File: src/rtl/regfile_bist_pkg.sv
// Shared types and pattern generator for the register-file BIST initiator.
package regfile_bist_pkg;

  localparam int unsigned PAT_W = 64;
  localparam logic [31:0] PAT_SEED_DFLT = 32'hA5A5_A5A5;

  typedef enum logic [2:0] {
    ST_IDLE,
    ST_WR_A,
    ST_RD_A,
    ST_WR_B,
    ST_RD_B,
    ST_DONE
  } bist_state_t;

  typedef enum logic {
    PH_A = 1'b0,
    PH_B = 1'b1
  } bist_phase_t;

  // Pattern A is seed ^ address; pattern B is its complement.
  function automatic logic [PAT_W-1:0] bist_pattern(input logic [PAT_W-1:0] seed,
                                                    input logic [PAT_W-1:0] addr,
                                                    input bist_phase_t phase);
    logic [PAT_W-1:0] a;
    a = seed ^ addr;
    return (phase == PH_B) ? ~a : a;
  endfunction

endpackage

File: src/rtl/regfile_bist_if.sv
// Control/status and register-file port bundle between the BIST and its surroundings.
interface regfile_bist_if #(
  parameter int unsigned SELW  = 5,
  parameter int unsigned WIDTH = 32
);
  logic             start;
  logic             busy;
  logic             done;
  logic             pass;
  logic [SELW-1:0]  fail_addr;
  logic             fail_port;
  logic [SELW-1:0]  rf_wsel;
  logic [WIDTH-1:0] rf_data;
  logic             rf_we;
  logic [SELW-1:0]  rf_r1sel;
  logic [SELW-1:0]  rf_r2sel;
  logic [WIDTH-1:0] rf_reg1;
  logic [WIDTH-1:0] rf_reg2;

  modport master (
    input  start, rf_reg1, rf_reg2,
    output busy, done, pass, fail_addr, fail_port,
           rf_wsel, rf_data, rf_we, rf_r1sel, rf_r2sel
  );

  modport slave (
    output start, rf_reg1, rf_reg2,
    input  busy, done, pass, fail_addr, fail_port,
           rf_wsel, rf_data, rf_we, rf_r1sel, rf_r2sel
  );
endinterface

File: src/rtl/bist_addr_gen.sv
// Up/down march address counter; direction is captured on load, tc flags the last address.
module bist_addr_gen #(
  parameter int unsigned NREGS = 32,
  parameter int unsigned SELW  = 5
) (
  input  logic            clk,
  input  logic            reset,
  input  logic            load,
  input  logic            load_down,
  input  logic [SELW-1:0] load_val,
  input  logic            en,
  output logic [SELW-1:0] cnt,
  output logic [SELW-1:0] cnt_nxt_c,
  output logic            tc_c
);

  localparam logic [SELW-1:0] CNT_MAX = SELW'(NREGS - 1);

  logic [SELW-1:0] cnt_q;
  logic            down_q;

  always_comb begin
    cnt_nxt_c = cnt_q;
    if (load) begin
      cnt_nxt_c = load_val;
    end else if (en) begin
      cnt_nxt_c = down_q ? (cnt_q - SELW'(1)) : (cnt_q + SELW'(1));
    end
  end

  always_ff @(posedge clk or negedge reset) begin
    if (!reset) begin
      cnt_q  <= '0;
      down_q <= 1'b0;
    end else begin
      cnt_q <= cnt_nxt_c;
      if (load) begin
        down_q <= load_down;
      end
    end
  end

  assign cnt  = cnt_q;
  assign tc_c = down_q ? (cnt_q == '0) : (cnt_q == CNT_MAX);

endmodule

File: src/rtl/regfile_bist.sv
// March BIST initiator for a 2R/1W register file: WR_A, RD_A, WR_B, RD_B, then pass/fail report.
// Optional REGFILE_BIST_DUALPORT_EN also checks read port 2 one address behind port 1.
module regfile_bist
  import regfile_bist_pkg::*;
#(
  parameter int unsigned NREGS    = 32,
  parameter int unsigned SELW     = 5,
  parameter int unsigned WIDTH    = 32,
  parameter logic [31:0] PAT_SEED = PAT_SEED_DFLT,
  parameter bit          R0_ZERO  = 1'b1
) (
  input logic           clk,
  input logic           reset,
  regfile_bist_if.master bus
);

  localparam logic [SELW-1:0] ADDR_MAX = SELW'(NREGS - 1);

  bist_state_t state, state_nxt;

  logic            ag_load, ag_load_down, ag_en;
  logic [SELW-1:0] ag_load_val;
  logic [SELW-1:0] cnt, cnt_nxt_c;
  logic            tc_c;

  logic            rd_phase_c, mis1_c, mis2_c, mis_c;
  bist_phase_t     ph_c;
  logic [SELW-1:0] fail_sel_c;

  logic             busy_q, done_q, pass_q, fail_port_q, we_q;
  logic [SELW-1:0]  fail_addr_q, wsel_q, r1sel_q, r2sel_q;
  logic [WIDTH-1:0] data_q;

  logic             busy_nxt, done_nxt, pass_nxt, fail_port_nxt, we_nxt;
  logic [SELW-1:0]  fail_addr_nxt, wsel_nxt, r1sel_nxt, r2sel_nxt;
  logic [WIDTH-1:0] data_nxt;
  logic             wr_nxt, rd_nxt;
  bist_phase_t      ph_nxt;

  // Value a healthy register file must return for address a in the given phase.
  function automatic logic [WIDTH-1:0] exp_val(input logic [SELW-1:0] a, input bist_phase_t ph);
    if (R0_ZERO && (a == '0)) begin
      return '0;
    end
    return WIDTH'(bist_pattern(PAT_W'(PAT_SEED), PAT_W'(a), ph));
  endfunction

  bist_addr_gen #(
    .NREGS (NREGS),
    .SELW  (SELW)
  ) u_addr_gen (
    .clk       (clk),
    .reset     (reset),
    .load      (ag_load),
    .load_down (ag_load_down),
    .load_val  (ag_load_val),
    .en        (ag_en),
    .cnt       (cnt),
    .cnt_nxt_c (cnt_nxt_c),
    .tc_c      (tc_c)
  );

  // Read-data compare against the expected pattern for the current address(es).
`ifdef REGFILE_BIST_DUALPORT_EN
  logic            first_rd_c;
  logic [SELW-1:0] cnt_m1_c;

  always_comb begin
    rd_phase_c = (state == ST_RD_A) || (state == ST_RD_B);
    ph_c       = ((state == ST_WR_B) || (state == ST_RD_B)) ? PH_B : PH_A;
    cnt_m1_c   = cnt - SELW'(1);
    first_rd_c = (state == ST_RD_A) ? (cnt == '0) : (cnt == ADDR_MAX);
    mis1_c     = rd_phase_c && (bus.rf_reg1 != exp_val(cnt, ph_c));
    mis2_c     = rd_phase_c && !first_rd_c && (bus.rf_reg2 != exp_val(cnt_m1_c, ph_c));
    mis_c      = mis1_c || mis2_c;
    fail_sel_c = mis1_c ? cnt : cnt_m1_c;
  end
`else
  always_comb begin
    rd_phase_c = (state == ST_RD_A) || (state == ST_RD_B);
    ph_c       = ((state == ST_WR_B) || (state == ST_RD_B)) ? PH_B : PH_A;
    mis1_c     = rd_phase_c && (bus.rf_reg1 != exp_val(cnt, ph_c));
    mis2_c     = 1'b0;
    mis_c      = mis1_c;
    fail_sel_c = cnt;
  end
`endif

  // Next-state and address-counter control.
  always_comb begin
    state_nxt    = state;
    ag_load      = 1'b0;
    ag_load_down = 1'b0;
    ag_load_val  = '0;
    ag_en        = 1'b0;
    unique case (state)
      ST_IDLE: begin
        if (bus.start) begin
          state_nxt = ST_WR_A;
          ag_load   = 1'b1;
        end
      end
      ST_WR_A: begin
        ag_en = 1'b1;
        if (tc_c) begin
          state_nxt = ST_RD_A;
          ag_load   = 1'b1;
        end
      end
      ST_RD_A: begin
        ag_en = 1'b1;
        if (mis_c) begin
          state_nxt = ST_DONE;
        end else if (tc_c) begin
          state_nxt    = ST_WR_B;
          ag_load      = 1'b1;
          ag_load_down = 1'b1;
          ag_load_val  = ADDR_MAX;
        end
      end
      ST_WR_B: begin
        ag_en = 1'b1;
        if (tc_c) begin
          state_nxt    = ST_RD_B;
          ag_load      = 1'b1;
          ag_load_down = 1'b1;
          ag_load_val  = ADDR_MAX;
        end
      end
      ST_RD_B: begin
        ag_en = 1'b1;
        if (mis_c || tc_c) begin
          state_nxt = ST_DONE;
        end
      end
      ST_DONE: state_nxt = ST_IDLE;
      default: state_nxt = ST_IDLE;
    endcase
  end

  // Output values for the coming cycle, decoded from next state and next address.
  always_comb begin
    wr_nxt   = (state_nxt == ST_WR_A) || (state_nxt == ST_WR_B);
    rd_nxt   = (state_nxt == ST_RD_A) || (state_nxt == ST_RD_B);
    ph_nxt   = ((state_nxt == ST_WR_B) || (state_nxt == ST_RD_B)) ? PH_B : PH_A;
    busy_nxt = wr_nxt || rd_nxt;
    done_nxt = (state_nxt == ST_DONE);
    we_nxt   = wr_nxt;
    wsel_nxt = wr_nxt ? cnt_nxt_c : '0;
    data_nxt = wr_nxt ? WIDTH'(bist_pattern(PAT_W'(PAT_SEED), PAT_W'(cnt_nxt_c), ph_nxt)) : '0;
    r1sel_nxt = rd_nxt ? cnt_nxt_c : '0;
`ifdef REGFILE_BIST_DUALPORT_EN
    r2sel_nxt = rd_nxt ? (cnt_nxt_c - SELW'(1)) : '0;
`else
    r2sel_nxt = '0;
`endif
    pass_nxt      = pass_q;
    fail_addr_nxt = fail_addr_q;
    fail_port_nxt = fail_port_q;
    if ((state == ST_IDLE) && bus.start) begin
      pass_nxt      = 1'b0;
      fail_addr_nxt = '0;
      fail_port_nxt = 1'b0;
    end
    if (mis_c) begin
      fail_addr_nxt = fail_sel_c;
      fail_port_nxt = !mis1_c;
    end
    if (done_nxt) begin
      pass_nxt = !mis_c;
    end
  end

  always_ff @(posedge clk or negedge reset) begin
    if (!reset) begin
      state       <= ST_IDLE;
      busy_q      <= 1'b0;
      done_q      <= 1'b0;
      pass_q      <= 1'b0;
      fail_addr_q <= '0;
      fail_port_q <= 1'b0;
      we_q        <= 1'b0;
      wsel_q      <= '0;
      data_q      <= '0;
      r1sel_q     <= '0;
      r2sel_q     <= '0;
    end else begin
      state       <= state_nxt;
      busy_q      <= busy_nxt;
      done_q      <= done_nxt;
      pass_q      <= pass_nxt;
      fail_addr_q <= fail_addr_nxt;
      fail_port_q <= fail_port_nxt;
      we_q        <= we_nxt;
      wsel_q      <= wsel_nxt;
      data_q      <= data_nxt;
      r1sel_q     <= r1sel_nxt;
      r2sel_q     <= r2sel_nxt;
    end
  end

  assign bus.busy      = busy_q;
  assign bus.done      = done_q;
  assign bus.pass      = pass_q;
  assign bus.fail_addr = fail_addr_q;
  assign bus.fail_port = fail_port_q;
  assign bus.rf_we     = we_q;
  assign bus.rf_wsel   = wsel_q;
  assign bus.rf_data   = data_q;
  assign bus.rf_r1sel  = r1sel_q;
  assign bus.rf_r2sel  = r2sel_q;

endmodule

File: src/flat_wrapper.sv
// flat-port wrapper written by rule: the top's interface ports become plain ports
module regfile_bist_flat import regfile_bist_pkg::*;
#(
  parameter int unsigned NREGS    = 32,
  parameter int unsigned SELW     = 5,
  parameter int unsigned WIDTH    = 32,
  parameter logic [31:0] PAT_SEED = PAT_SEED_DFLT,
  parameter bit          R0_ZERO  = 1'b1
)
  (clk, reset, bus_start, bus_rf_reg1, bus_rf_reg2, bus_busy, bus_done, bus_pass, bus_fail_addr, bus_fail_port, bus_rf_wsel, bus_rf_data, bus_rf_we, bus_rf_r1sel, bus_rf_r2sel);
  regfile_bist_if #(.SELW(SELW), .WIDTH(WIDTH)) bus_i ();
  input logic clk;
  input logic reset;
  input wire logic [$bits(bus_i.start)-1:0] bus_start;
  input wire logic [$bits(bus_i.rf_reg1)-1:0] bus_rf_reg1;
  input wire logic [$bits(bus_i.rf_reg2)-1:0] bus_rf_reg2;
  output wire logic [$bits(bus_i.busy)-1:0] bus_busy;
  output wire logic [$bits(bus_i.done)-1:0] bus_done;
  output wire logic [$bits(bus_i.pass)-1:0] bus_pass;
  output wire logic [$bits(bus_i.fail_addr)-1:0] bus_fail_addr;
  output wire logic [$bits(bus_i.fail_port)-1:0] bus_fail_port;
  output wire logic [$bits(bus_i.rf_wsel)-1:0] bus_rf_wsel;
  output wire logic [$bits(bus_i.rf_data)-1:0] bus_rf_data;
  output wire logic [$bits(bus_i.rf_we)-1:0] bus_rf_we;
  output wire logic [$bits(bus_i.rf_r1sel)-1:0] bus_rf_r1sel;
  output wire logic [$bits(bus_i.rf_r2sel)-1:0] bus_rf_r2sel;
  assign bus_i.start = bus_start;
  assign bus_i.rf_reg1 = bus_rf_reg1;
  assign bus_i.rf_reg2 = bus_rf_reg2;
  assign bus_busy = bus_i.busy;
  assign bus_done = bus_i.done;
  assign bus_pass = bus_i.pass;
  assign bus_fail_addr = bus_i.fail_addr;
  assign bus_fail_port = bus_i.fail_port;
  assign bus_rf_wsel = bus_i.rf_wsel;
  assign bus_rf_data = bus_i.rf_data;
  assign bus_rf_we = bus_i.rf_we;
  assign bus_rf_r1sel = bus_i.rf_r1sel;
  assign bus_rf_r2sel = bus_i.rf_r2sel;
  regfile_bist #(.NREGS(NREGS), .SELW(SELW), .WIDTH(WIDTH), .PAT_SEED(PAT_SEED), .R0_ZERO(R0_ZERO)) u_core (.clk(clk), .reset(reset), .bus(bus_i));
endmodule
File: config.mk
export PLATFORM = sky130hd
export DESIGN_NAME = regfile_bist_flat
export DESIGN_NICKNAME = d
export VERILOG_FILES = /design/src/rtl/regfile_bist_pkg.sv /design/src/rtl/regfile_bist_if.sv /design/src/rtl/bist_addr_gen.sv /design/src/rtl/regfile_bist.sv /design/src/flat_wrapper.sv
export SDC_FILE = /design/constraint.sdc
export NUM_CORES = 1
export LEC_CHECK = 0
export ABC_AREA = 1
export CAP_MARGIN = 20
export CORE_ASPECT_RATIO = 1.1
export CORE_MARGIN = 3
export CORE_UTILIZATION = 38
export CTS_CLUSTER_DIAMETER = 200
export DETAILED_ROUTE_END_ITERATION = 12
export GPL_ROUTABILITY_DRIVEN = 0
export GPL_TIMING_DRIVEN = 0
export PLACE_DENSITY = 0.77
export SLEW_MARGIN = 20
export SYNTH_ARGS = -nofsm -noshare
export SYNTH_HDL_FRONTEND = slang
export SYNTH_SLANG_ARGS = --single-unit
export TNS_END_PERCENT = 10
File: constraint.sdc
create_clock -name clk -period 2.4 [get_ports clk]
set_input_delay 0.48 -clock clk [delete_from_list [all_inputs] [get_ports clk]]
set_output_delay 0.48 -clock clk [all_outputs]
set_load 0.03 [all_outputs]
==> results.py, run 1 <==
# Generated from Yosys and OpenROAD reports
metrics = {
    "final_timing": {
        "setup_ws_ps": 13.5,
        "tns_ps": 0,
        "finalCritPeriodShare_pct": 99.4,
        "holdWs_ps": 111,
        "fin_worst_skew_ps": 9.83,
        "layout_min_cycle_time_ps": 2390,
        "setup_violations": 0,
        "worstMarginPinSlew_ps": 628,
        "drv_slew": 0,
    },
    "worst_setup_path": {
        "critPathKind": "reg2reg",
        "reg2regPathDepth": 9,
        "r2r-start": "u_core.u_addr_gen.cnt[4]$_DFF_PN0_",
        "crit_chain": "inv_2, nand3_4, buf_4, nor2_1, a31oi_1, nor2_2, o311ai_1, inv_1, nor2_1",
        "end_kind": "register",
        "slowest_stage": "o311ai_1",
        "r2r-end": "u_core.bus.rf_wsel[0]$_DFF_PN0_",
        "crit_fanout": 10,
        "critical_path.most_common_cell": "nor2_1",
        "startpoint": "u_core.u_addr_gen.cnt[4]$_DFF_PN0_",
        "rrSetupSlack_ps": 10,
        "slowest_delay_ps": 610,
    },
    "clocking": {
        "numCtsBuffers": 5,
        "cts_tree": "built",
        "clkSlewWorstSetupHoldPaths_ps": 80,
        "post_cts_buffers": 1,
        "clk_path_buf_depth": 2,
        "cts.sinks": 35,
        "hold_buffers": 0,
        "ctsResizeCount": 3,
    },
    "finish": {
        "layoutNonFillerInstCount": 511,
        "stdcell_area_um2": 3730,
        "drive_above_1_share_pct": 23.0,
        "nNetsFinal": 504,
        "mostFrequentLayoutCell": "clkdlybuf4s50_1",
        "fillers": 519,
        "mostFrequentLayoutCells": "clkdlybuf4s50_1, nand2_1, buf_4",
    },
    "yosys": {
        "synth-edff-count": 0,
        "top_area_cell": "dfrtp_1",
        "ys_top_cells_by_area": "dfrtp_1, nand2_1, buf_4, nand3_1, nor2_1",
        "yosysCellCount": 322,
        "synthFlopType": "dfrtp_1",
        "top_area_share_pct": 36.5,
        "synthMostInstantiatedCell": "nand2_1",
        "ys_seq_share_pct": 36.5,
        "ys_area_um2": 2400,
        "syn_inst": 322,
        "ys_ff": 35,
        "yosysUniqueCellTypes": 34,
        "async_reset_ff_share_pct": 100,
        "synth_warnings": 0,
        "netlist_area_um2": 2400,
    },
    "grt": {
        "grt_usage_pct": 17.1,
        "grt_pass1_vias": 2185,
        "grt_max_degree": 20,
        "antenna_found_initial": 0,
    },
    "floorplanning": {
        "ios": 124,
        "core_area_um2": 5950,
        "die_width_um": 81.8,
        "rows": 29,
        "die_h_um": 89.3,
        "dieArea_um2": 7310,
    },
    "placed_design": {
        "hpwl_mm": 4.88,
        "postPlaceCellArea_um2": 3390,
        "io_buffers": 85,
    },
    "pwr": {
        "switching_share_pct": 47.9,
        "p_int_uw": 2040,
        "power_density_nw_per_um2": 1050,
        "p_sw_uw": 1880,
        "seqPwrFrac_pct": 23.7,
        "p_clk_share_pct": 11.6,
        "p_leak_uw": 0.00181,
        "vdd_drop_max_v": 0.000888,
    },
    "job": {
        "cap_violations": 0,
        "log.warning_count": 59,
    },
    "route": {
        "ant_nets": 0,
        "detail_route.wl_per_cell_um": 12.8,
        "drc": 0,
        "drtIter0Drc": 139,
        "first_pass_iters": 4,
    },
    "status": {
        "status": "finished, final reports clean",
    },
}
-- run 1: cells by family after synthesis --
group	Yosys count	synth area share (%)
AOI/OAI and AO/OA	27	7.30
xor gates and xnor gates	4	1.46
adders and majority gates	4	2.40
buffers and inverters	72	16.6
DFF	35	36.5
other	1	0.156
and+or+nand+nor	179	35.6
-- run 1: per-stage QoR --
step           total power (µW)  utilization (%)
5_1_grt                    4240             62.7
4_1_cts                    3800             58.8
3_5_place_dp               3310             56.9
2_1_floorplan              2520                -
3_3_place_gp               3250             56.6
6_report                   3920             62.7
-- run 1: area by class of cell --
class / count / area (µm²) / share of cell area, %
buffer: 35 / 260 / 6.98
inverter: 37 / 144 / 3.86
timing repair buffer: 97 / 957 / 25.7
multi-input combinational: 222 / 1290 / 34.7
clock inverter: 2 / 16.3 / 0.436
sequential: 35 / 881 / 23.6
clock buffer: 6 / 82.6 / 2.21
tap: 77 / 96.3 / 2.58
-- run 1: power by group through the flow --
stage	clock (µW)	combinational (µW)	sequential, µW
2_1_floorplan	0	1390	1130
3_3_place_gp	0	2330	914
3_5_place_dp	0	2390	919
4_1_cts	470	2420	909
5_1_grt	498	2790	954
6_report	454	2540	930
-- run 1: critical path: cells and delay by family (launching register included) --
family                 cells  cell delay, ps
AOI/OAI and AO/OA          2            1010
and+or+nand+nor            4             470
DFF                        1             440
buffers and inverters      3             400
-- run 1: metal layers --
metal,GRT usage (%),part of all wire (%)
met3,3.43,4.7
met4,5.74,1.7
met5,0,0
met2,29.7,53
met1,21.1,40
-- run 1: state kept, by name (all words and copies together), names as in the netlist, 3 cells and up --
| register | cells |
|---|---|
| u_core.state | 3 |
| u_core.bus.rf_wsel | 5 |
| u_core.bus.rf_data | 7 |
| u_core.bus.fail_addr | 5 |
| u_core.bus.rf_r1sel | 5 |
| u_core.u_addr_gen.cnt | 5 |
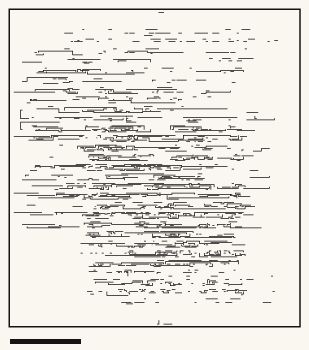
**Above:** run 1 (M1 wires).
Scale bar: 20 µm.
main direction: horizontal
wire length on this layer: 2650 µm
longest straight run: 20.7 µm
Via Count: 2436
Total Routed Length: 6.54 mm

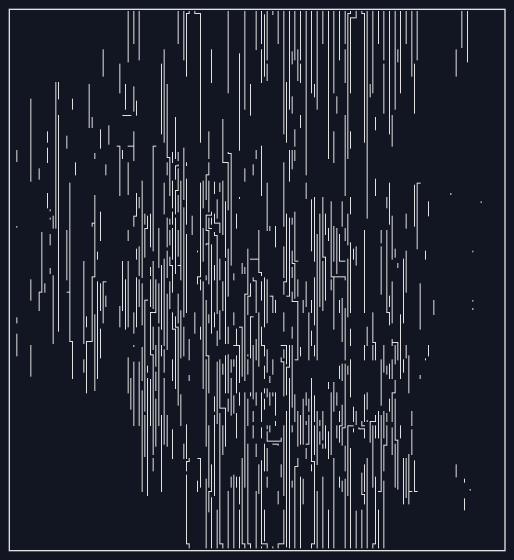
**Above:** run 1 (metal 2).
nets with wire on the layer: 392
longest straight run: 35.7 µm
share of all routed wire: 53%

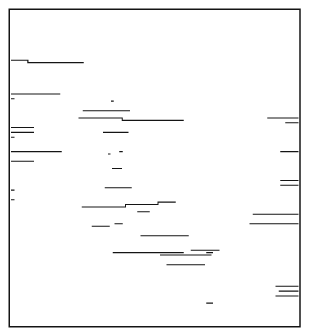
**Above:** run 1 (the metal 3 layer).
wire length on this layer: 308 µm
nets with wire on the layer: 33
longest straight run: 19.8 µm

==> run 1 -> run 2 <==
--- a/config.mk
+++ b/config.mk
@@ -7,7 +7,6 @@
 export LEC_CHECK = 0
 export ABC_AREA = 1
 export CAP_MARGIN = 20
-export CORE_ASPECT_RATIO = 1.1
 export CORE_MARGIN = 3
 export CORE_UTILIZATION = 38
 export CTS_CLUSTER_DIAMETER = 200
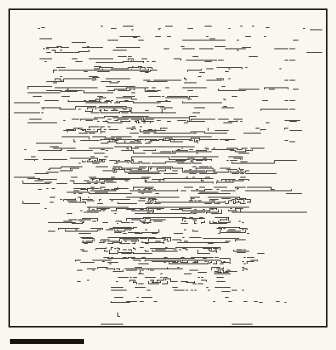
**Above:** run 2 (M1 wires).
Scale bar: 20 µm.
nets with wire on the layer: 422
share of all routed wire: 40%
wire length on this layer: 2660 µm
longest straight run: 27.6 µm
Via Count: 2529
met1 usage: 21.9%
Total Routed Length: 6.66 mm

==> run 2 against run 1 <==
Final cell count is 1.2% higher. Clock skew is 3.5 ps lower. Fmax is 2.3% higher. Core utilization is 0.96 points higher. Highest routed layer unchanged. Total power is 7.0% higher. Critical path depth is 8 higher. Final area is 2.8% higher. Sequential cell count stayed put. Largest cell class is now non-clock buffers. Hold slack worse by 96 ps. Synthesized area stayed put.
==> results.py, run 2 <==
# Generated from Yosys and OpenROAD reports
metrics = {
    "status": {
        "status": "finished, final reports clean",
    },
    "finish": {
        "sh_comb_area_pct": 33.6,
        "nNonClkBuffers": 140,
        "layoutNonFillerInstCount": 517,
        "drive_above_1_share_pct": 24.9,
        "num-nonclk-inverters": 37,
        "seq_area_um2": 880,
        "combGateArea_um2": 1290,
        "mostFrequentLayoutCell": "clkdlybuf4s50_1",
        "fillers": 510,
        "comb_cells": 222,
        "mostFrequentLayoutCells": "clkdlybuf4s50_1, nand2_1, buf_4",
        "largest_cell_class": "non-clock buffers",
        "final-clk-cell-share_pct": 3.56,
        "stdcell_area_um2": 3830,
        "nNetsFinal": 512,
        "n_clock_buffer": 5,
        "largest_reg_flops": 7,
        "buf_share_pct": 33.8,
        "sh_seq_area_pct": 22.9,
    },
    "yosys": {
        "synth_warnings": 0,
        "top_area_cell": "dfrtp_1",
        "synth-edff-count": 0,
        "ys_ff": 35,
        "ys_area_um2": 2400,
        "ys_seq_share_pct": 36.5,
        "syn_inst": 322,
        "netlist_area_um2": 2400,
        "async_reset_ff_share_pct": 100,
        "yosysUniqueCellTypes": 34,
        "ys_top_cells_by_area": "dfrtp_1, nand2_1, buf_4, nand3_1, nor2_1",
        "top_area_share_pct": 36.5,
        "synthFlopType": "dfrtp_1",
        "yosysCellCount": 322,
        "synthMostInstantiatedCell": "nand2_1",
    },
    "floorplanning": {
        "die_width_um": 85.5,
        "dieArea_um2": 7310,
        "tapCellCount": 75,
        "ios": 124,
        "die_h_um": 85.5,
        "rows": 28,
    },
    "worst_setup_path": {
        "crit_family": "simple AND/OR/NAND/NOR gates",
        "crit_buf_inv": 4,
        "critPathKind": "reg2reg",
        "critical_path.most_common_cell": "nand2_1",
        "slowest_stage": "dfrtp_2",
        "crit_chain": "buf_6, nand3_4, nand2_2, buf_4, nand3_1, nand2_1, nor2_1, nand2_1, nor2_2, nand3_2, nand2_4, nand3_4, buf_6, buf_4, nand4_1, nand3_1, nand2_1",
        "slowest_delay_ps": 480,
        "crit_fanout": 9,
        "end_kind": "register",
    },
    "job": {
        "cap_violations": 0,
        "log.warning_count": 59,
    },
    "grt": {
        "grt_usage_pct": 17.1,
        "antenna_found_initial": 0,
        "grt_busiest_layer": "met2",
        "grt_pass1_vias": 2213,
        "grt_max_degree": 31,
    },
    "final_timing": {
        "fin_worst_skew_ps": 6.32,
        "setup_ws_ps": 68.2,
        "setup_violations": 0,
        "finalCritPeriodShare_pct": 97.2,
        "worstMarginPinSlew_ps": 515,
        "holdWs_ps": 14.5,
        "layout_min_cycle_time_ps": 2330,
        "tns_ps": 0,
    },
    "route": {
        "first_pass_iters": 4,
        "ant_nets": 0,
        "drc": 0,
    },
    "clocking": {
        "clk_path_buf_depth": 2,
        "clkSlewWorstSetupHoldPaths_ps": 70,
        "numCtsBuffers": 5,
        "cts_tree": "built",
        "cts.sinks": 35,
        "hold_buffers": 0,
    },
    "placed_design": {
        "postPlaceCellArea_um2": 3380,
        "io_buffers": 85,
        "hpwl_mm": 4.76,
    },
    "pwr": {
        "p_total_uw": 4200,
        "p_leak_uw": 0.00188,
        "vdd_drop_max_v": 0.000788,
    },
}
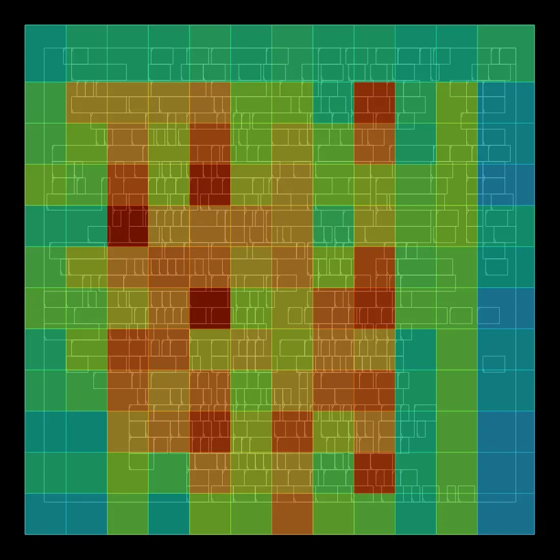
**Above:** run 2 (routing congestion map).
Global Route met3 Usage: 3.50%
fin util: 63.6%
wire per inst: 12.9 µm
grt met2 use: 29.7%

[run 2: report_power, final]
part           leakage [µW]  switching (µW)  internal, µW
Combinational       0.00137            1530          1110
Sequential         0.000447             146           777
Clock             0.0000644             217           414
[run 2: worst reg2reg max path: stages, from the launching register on]
cell	delay, ps
dfrtp_2	480
buf_6	150
nand3_4	110
nand2_2	100
buf_4	150
nand3_1	50
nand2_1	60
nor2_1	100
nand2_1	70
nor2_2	170
nand3_2	120
nand2_4	130
nand3_4	90
buf_6	160
buf_4	130
nand4_1	60
nand3_1	80
nand2_1	70
[run 2: logic make-up after synthesis]
kind of cell / synth area share (%)
flops: 36.5
compound gates: 7.30
fa+ha+maj: 2.40
simple gates: 35.6
xor+xnor: 1.46
buf+inv: 16.6
other cells: 0.156
[run 2: final timing paths]
path	from	endpoint	slack, ps	cells past startpoint
max	u_core.state[1]$_DFF_PN0_	u_core.bus.rf_data[4]$_DFF_PN0_	70	17
min	reset	u_core.bus.fail_addr[2]$_DFFE_PN0P_	10	1
max reg2reg	u_core.state[1]$_DFF_PN0_	u_core.bus.rf_data[4]$_DFF_PN0_	70	17
min reg2reg	u_core.bus.fail_addr[1]$_DFFE_PN0P_	u_core.bus.fail_addr[1]$_DFFE_PN0P_	530	2
max in group asynchronous	reset	u_core.state[0]$_DFF_PN0_	1990	2
min in group clk	u_core.bus.fail_addr[1]$_DFFE_PN0P_	u_core.bus.fail_addr[1]$_DFFE_PN0P_	530	2
[run 2: per-layer routing]
metal / vias to the layer above / wire [µm]
li1: 1250 / -
met4: 0 / 82
met3: 11 / 402
met5: - / 0
met1: 1202 / 2660
met2: 66 / 3520
[run 2: repair_timing]
item / 4_1_cts / 5_1_grt
buffers inserted: 1 / 18
resized: 2 / 40
gates cloned: 0 / 2
setup endpoints to repair: 13 / 29
pin swaps: 1 / 15
Power is estimated from default activity; no workload was simulated.
